--- src/rtl/pic_bus_initiator_pkg.sv ---
// Shared definitions for the PIC register-port initiator.
// Holds the transaction FSM encoding and the default timeout read value.
// No logic; imported by the initiator.
package pic_bus_initiator_pkg;

  // One transaction at a time: wait for a command, drive the strobe, return the response.
  typedef enum logic [1:0] {
    ST_IDLE = 2'd0,
    ST_REQ  = 2'd1,
    ST_RESP = 2'd2
  } state_t;

  // Read data reported when the PIC never answers.
  localparam logic [31:0] TIMEOUT_DATA_DEF = 32'hDEADBEEF;

endpackage

--- src/rtl/pic_bus_watchdog.sv ---
// Strobe watchdog: counts cycles while enabled and flags the TIMEOUT-th cycle.
// Latency: o_expired is combinational from the count, high during the TIMEOUT-th enabled cycle.
// Backpressure: none; the count saturates and never wraps. TIMEOUT=0 disables expiry.
module pic_bus_watchdog #(
  parameter int TIMEOUT = 256
) (
  input  logic clk,
  input  logic reset,
  input  logic i_clr,
  input  logic i_en,
  output logic o_expired
);

  generate
    if (TIMEOUT == 0) begin : g_off
      assign o_expired = 1'b0;
    end else begin : g_on
      localparam int CW = $clog2(TIMEOUT + 1);
      localparam logic [CW-1:0] LAST_CNT = CW'(TIMEOUT - 1);
      localparam logic [CW-1:0] MAX_CNT  = CW'(TIMEOUT);

      logic [CW-1:0] r_cnt;

      // Count completed enabled cycles; cleared when a new strobe phase starts, held at the top.
      always_ff @(posedge clk or negedge reset) begin
        if (!reset) begin
          r_cnt <= '0;
        end else if (i_clr) begin
          r_cnt <= '0;
        end else if (i_en && (r_cnt != MAX_CNT)) begin
          r_cnt <= r_cnt + 1'b1;
        end
      end

      // r_cnt cycles already elapsed, so the current one is the last allowed when r_cnt reaches TIMEOUT-1.
      assign o_expired = i_en && (r_cnt >= LAST_CNT);
    end
  endgenerate

endmodule

--- src/rtl/pic_bus_initiator.sv ---
// Single-outstanding bus initiator driving the PIC wrapper's address/wen/ren register port.
// Latency: strobe the cycle after accept; response the cycle after ready (2 cycles minimum).
// Backpressure: cmd_ready only in IDLE; response held until rsp_ready; watchdog aborts a stuck strobe.
module pic_bus_initiator
  import pic_bus_initiator_pkg::*;
#(
  parameter int                ADDR_W       = 16,
  parameter int                DATA_W       = 32,
  parameter int                TIMEOUT      = 256,
  parameter logic [DATA_W-1:0] TIMEOUT_DATA = DATA_W'(TIMEOUT_DATA_DEF)
) (
  input  logic              clk,
  input  logic              reset,
  input  logic              cmd_valid,
  output logic              cmd_ready,
  input  logic              cmd_write,
  input  logic [ADDR_W-1:0] cmd_addr,
  input  logic [DATA_W-1:0] cmd_wdata,
  output logic              rsp_valid,
  input  logic              rsp_ready,
  output logic [DATA_W-1:0] rsp_rdata,
  output logic              rsp_timeout,
  output logic [ADDR_W-1:0] bus_address,
  output logic [DATA_W-1:0] bus_wdata,
  output logic              bus_wen,
  output logic              bus_ren,
  input  logic [DATA_W-1:0] bus_rdata,
  input  logic              bus_ready
);

  state_t              r_state;
  state_t              w_state_nxt;
  logic                w_accept;
  logic                w_bus_done;
  logic                w_in_req;
  logic                w_expired;

  logic [ADDR_W-1:0]   r_addr;
  logic [DATA_W-1:0]   r_wdata;
  logic                r_write;
  logic [DATA_W-1:0]   r_rdata;
  logic                r_timeout;

  // State register; async reset drops any strobe immediately and forgets the command.
  always_ff @(posedge clk or negedge reset) begin
    if (!reset) begin
      r_state <= ST_IDLE;
    end else begin
      r_state <= w_state_nxt;
    end
  end

  // Next state: ready and watchdog expiry both end REQ; bus_ready is only looked at in REQ.
  always_comb begin
    w_state_nxt = r_state;
    w_accept    = 1'b0;
    w_bus_done  = 1'b0;
    case (r_state)
      ST_IDLE: begin
        w_accept = cmd_valid;
        if (cmd_valid) w_state_nxt = ST_REQ;
      end
      ST_REQ: begin
        if (bus_ready || w_expired) begin
          w_bus_done  = 1'b1;
          w_state_nxt = ST_RESP;
        end
      end
      ST_RESP: begin
        if (rsp_ready) w_state_nxt = ST_IDLE;
      end
      default: w_state_nxt = ST_IDLE;
    endcase
  end

  assign w_in_req = (r_state == ST_REQ);

  pic_bus_watchdog #(
    .TIMEOUT (TIMEOUT)
  ) u_watchdog (
    .clk       (clk),
    .reset     (reset),
    .i_clr     (w_accept),
    .i_en      (w_in_req),
    .o_expired (w_expired)
  );

  // Command capture on accept; response capture when REQ ends (ready takes priority over expiry).
  always_ff @(posedge clk or negedge reset) begin
    if (!reset) begin
      r_addr    <= '0;
      r_wdata   <= '0;
      r_write   <= 1'b0;
      r_rdata   <= '0;
      r_timeout <= 1'b0;
    end else begin
      if (w_accept) begin
        r_addr  <= cmd_addr;
        r_wdata <= cmd_wdata;
        r_write <= cmd_write;
      end
      if (w_bus_done) begin
        if (bus_ready) begin
          r_rdata   <= r_write ? '0 : bus_rdata;
          r_timeout <= 1'b0;
        end else begin
          r_rdata   <= TIMEOUT_DATA;
          r_timeout <= 1'b1;
        end
      end
    end
  end

  // Handshakes and strobes decode straight from the state, so only one strobe can ever be high.
  assign cmd_ready   = (r_state == ST_IDLE);
  assign rsp_valid   = (r_state == ST_RESP);
  assign rsp_timeout = rsp_valid && r_timeout;
  assign rsp_rdata   = r_rdata;
  assign bus_wen     = w_in_req &&  r_write;
  assign bus_ren     = w_in_req && !r_write;
  assign bus_address = r_addr;
  assign bus_wdata   = r_wdata;

endmodule
--- config.mk ---
export PLATFORM = sky130hd
export DESIGN_NAME = pic_bus_initiator
export DESIGN_NICKNAME = d
export VERILOG_FILES = /design/src/rtl/pic_bus_initiator_pkg.sv /design/src/rtl/pic_bus_watchdog.sv /design/src/rtl/pic_bus_initiator.sv
export SDC_FILE = /design/constraint.sdc
export NUM_CORES = 1
export LEC_CHECK = 0
export CAP_MARGIN = 30
export CORE_UTILIZATION = 42
export DETAILED_ROUTE_END_ITERATION = 10
export PLACE_DENSITY = 0.81
export RECOVER_POWER = 50
export SKIP_LAST_GASP = 1
export SYNTH_ARGS = -nofsm -noshare
export SYNTH_HDL_FRONTEND = slang
export SYNTH_SLANG_ARGS = --single-unit
--- constraint.sdc ---
create_clock -name clk -period 3.4 [get_ports clk]
set_clock_uncertainty 0.2 [all_clocks]
set_input_delay 0.68 -clock clk [delete_from_list [all_inputs] [get_ports clk]]
set_output_delay 0.68 -clock clk [all_outputs]
set_load 0.05 [all_outputs]
Wiring heat map:
(4 px per um) The die is cut into 19 by 19 equal tiles; dark purple is low, yellow is high, scaled to the fullest tile. Values are wire area over tile area, all layers added.
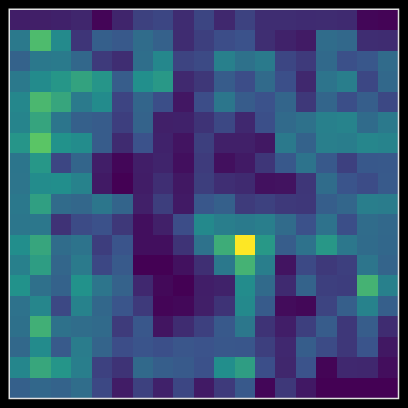
The mean over all tiles is 0.17. 4.2% of the tiles are nearly empty. The fullest tile reaches 0.61. The emptiest ninth of the die: bottom right.

==> qor.txt <==
status - complete, but fails checks
failing checks - capacitance limit, slew limit
largest net degree at the start of global routing - 54
vias per cell - 4.986
RSZ-0062 raised after global routing - false
Post-layout nets - 629
Tmin final - 3.000 ns
die width - 96.95 um
Total Routing Usage GR - 20.92%
FMAX - 333.3 MHz
dominant logic cell type in the layout - clkdlybuf4s50_1
Avg WL per Cell - 14.42 um
share of cells above drive strength 1 - 3.676%
P_int - 3.445 mW
Slowest-stage cell, CP - clkdlybuf4s50_1
sequential share of power - 29.1%
Final Hold Viols - 0
Vias - 3251
routed length on met3 - 1013 um
first-pass GRT wire length - 15770 um
Worst setup SP type - register
IO Port Bufs - 170
DR WL met2 - 4335 um
area leader, netlist - dfrtp_1
hold path depth - 2
Top cells by area - dfrtp_1 61%, nand2_1 15%, a2bb2oi_1 5.6%, nand2b_1 4.3%, a22o_1 1.9%
drt total wl - 9402 um
largest fanout on the critical path - 27
Gate power share - 58.1%
Top Metal Used - met4
Antenna Cells - 0
worst-case reg-to-reg path depth - 5
# clock sinks - 93
CTS H-tree depth - 3
slew at the pin closest to its max-slew limit - 2.297 ns
synthesis area per yosys - 3786 um2
I/O pin count - 171
Syn-to-layout area delta - 52.74%
yosys cell count - 376
Inserted Clock Buffers - 9
reg-to-reg endpoint - bus_wdata[0]
Routed Antenna Nets - 0
post-route worst setup slack - 0.3998 ns
GPL Wtd Cong - 0.7999
Endpoint, Worst Hold - bus_wdata[22]
setup TNS - 0 ns
synthesized instance count - 376
flop2flop setup slack - 0.71 ns
CP required - 2.52 ns
Setup Crit Path Kind - register to primary output
net switching power - 3.243 mW
Gate Area - 1339 um2
Syn Area/Cell - 10.07 um2
min-delay src - bus_wdata[22]
GRT overflow - 0
Initial Util - 43.41%
clk buf depth - 2
worst path cell trace - and2_1 > clkdlybuf4s50_1
CTS tree - yes
die area - 9398 um2
most frequent cells in the layout - 168 x clkdlybuf4s50_1, 155 x nand2_1, 93 x dfrtp_1
Clock Tree Root - clkbuf_8
WL met1 - 3984 um
initial antenna violation count - 0
hold-fix buffers at CTS - 0
Clk pwr share - 12.8%
power per cell area - 1157 nW/um2
Seq/Total Area, Yosys - 61.47%
1st-pass router iterations - 4
tool warnings - 27
Crit path buffers/inverters - 1
max-slew violation count - 41
Final setup violation count - 0
Worst slew margin - -53.14%
Critical Path AT - 2.12 ns
pre-CTS WS - 0.7527 ns
worst reg2reg path startpoint - r_state[1]
drt initial violations - 82
peak supply drop - 0.0006330 V
Post-CTS Setup Inserts - 0
Sw Ratio - 48.49%
die height - 96.95 um
delay of the slowest critical-path stage - 0.80 ns
CP top delay family - buffers and inverters
Max Cap Viol - 2
Max-area cell share - 61.47%
area of the mapped netlist - 3786 um2
Tcrit/Tclk final - 88.24%
DRC - 0
clk latency late pin - 0.35 ns
Distinct cells, synth - 32
Hold Crit Class - register to register
CP endpoint kind - primary output
warnings from Yosys - 0
ys flops - 93
total leakage power - 2.692 nW
sequential cell area - 2327 um2
post-cts sizing count - 0
Worst-path clk slew - 0.09 ns
Post-Syn Nets - 465
vias in the first global route - 3319
DP HPWL - 6564 um
Cell outlines without signal wires:
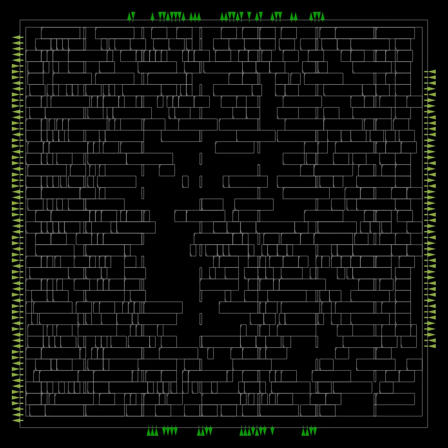
final core utilization: 66.31%
core box area: 8721 um2
FP Rows: 34
number of fill cells: 675

==> per-layer routing <==
layer / track usage (%) / up-vias
met1: 25.70 / 1565
met5: 0 / -
met3: 10.77 / 11
met4: 5.396 / 0
met2: 32.56 / 138
li1: - / 1537
==> how the worst max path moves through the flow <==
stage | slack [ns] | endpoint | start | cells past startpoint
global placement | 0.78 | bus_wen | r_write | 2
finish | 0.40 | bus_wen | r_write | 2
CTS | 0.36 | bus_wen | r_write | 2
floorplan | 0.84 | rsp_rdata[10] | u_watchdog.g_on.r_cnt[0] | 10
detailed placement | 0.75 | bus_wen | r_write | 2
global route | 0.24 | bus_wen | r_write | 2
==> per-stage QoR <==
stage          hold slack (ns)  total power [mW]  cell area [um2]  cells  utilization (%)
3_5_place_dp            0.2623             5.864             5559    637            63.74
2_1_floorplan           0.1844             4.526             3786    376                -
3_3_place_gp            0.2568             5.796             5559    637            63.74
4_1_cts                 0.1034             6.751             5788    652            66.37
5_1_grt                 0.3086             7.047             5783    652            66.31
6_report                0.2793             6.688             5783    652            66.31
==> cell type report <==
| class | count | area share [%] |
|---|---|---|
| flip-flops and latches | 93 | 40.24 |
| repair buffers | 174 | 30.05 |
| multi-input cells | 258 | 23.15 |
| well taps | 108 | 2.337 |
| clock buffers | 11 | 2.272 |
| clock inverters | 4 | 1.688 |
| inverters | 4 | 0.2596 |
==> state kept, by name (all words and copies together) (netlist names) <==
register	count
bus_address	16
bus_wdata	32
r_state	2
r_timeout	1
r_write	1
rsp_rdata	32
u_watchdog.g_on.r_cnt	9
==> kinds of logic after synthesis <==
logic type	count (synthesis)	synth area share (%)
xor+xnor	5	1.157
compound gates	40	8.824
flops	93	61.47
buf+inv	25	3.238
fa+ha+maj	3	0.9915
mux	2	0.5288
simple gates	208	23.79
==> tightest hold or removal path, stage by stage (launching register included) <==
cell and delay (ns):
dfrtp_1 0.35, nand2_1 0.05, nand2_1 0.05
==> power by group through the flow <==
stage	combinational, mW	sequential (mW)	clock (mW)
floorplan	0.988	3.54	0
CTS	3.92	1.95	0.882
global route	4.10	2.02	0.928
finish	3.89	1.95	0.854
detailed placement	3.91	1.95	0
global placement	3.86	1.94	0
==> cell usage after synthesis <==
| library cell | count |
|---|---|
| dfrtp_1 | 93 |
| a31o_2 | 1 |
| xnor2_1 | 1 |
| nand2b_1 | 26 |
| a2bb2oi_1 | 24 |
| nor2b_1 | 1 |
| or3_1 | 1 |
| nor2_1 | 8 |
| buf_1 | 6 |
| nand3_1 | 1 |
| or4_1 | 1 |
| nor4b_1 | 2 |
| ha_1 | 3 |
| o211ai_1 | 1 |
| and2_1 | 5 |
| a311o_1 | 1 |
| xor2_1 | 4 |
| o21ai_0 | 2 |
| nand2_1 | 156 |
| a21oi_1 | 2 |
| nand4_1 | 2 |
| clkbuf_1 | 9 |
| buf_6 | 3 |
| and4_1 | 1 |
| mux2i_1 | 2 |
| buf_4 | 1 |
| a22o_1 | 8 |
| and3_1 | 3 |
| o31ai_1 | 1 |
| buf_2 | 2 |
| inv_1 | 4 |
| and2_4 | 1 |
Power and IR drop assume default switching activity.
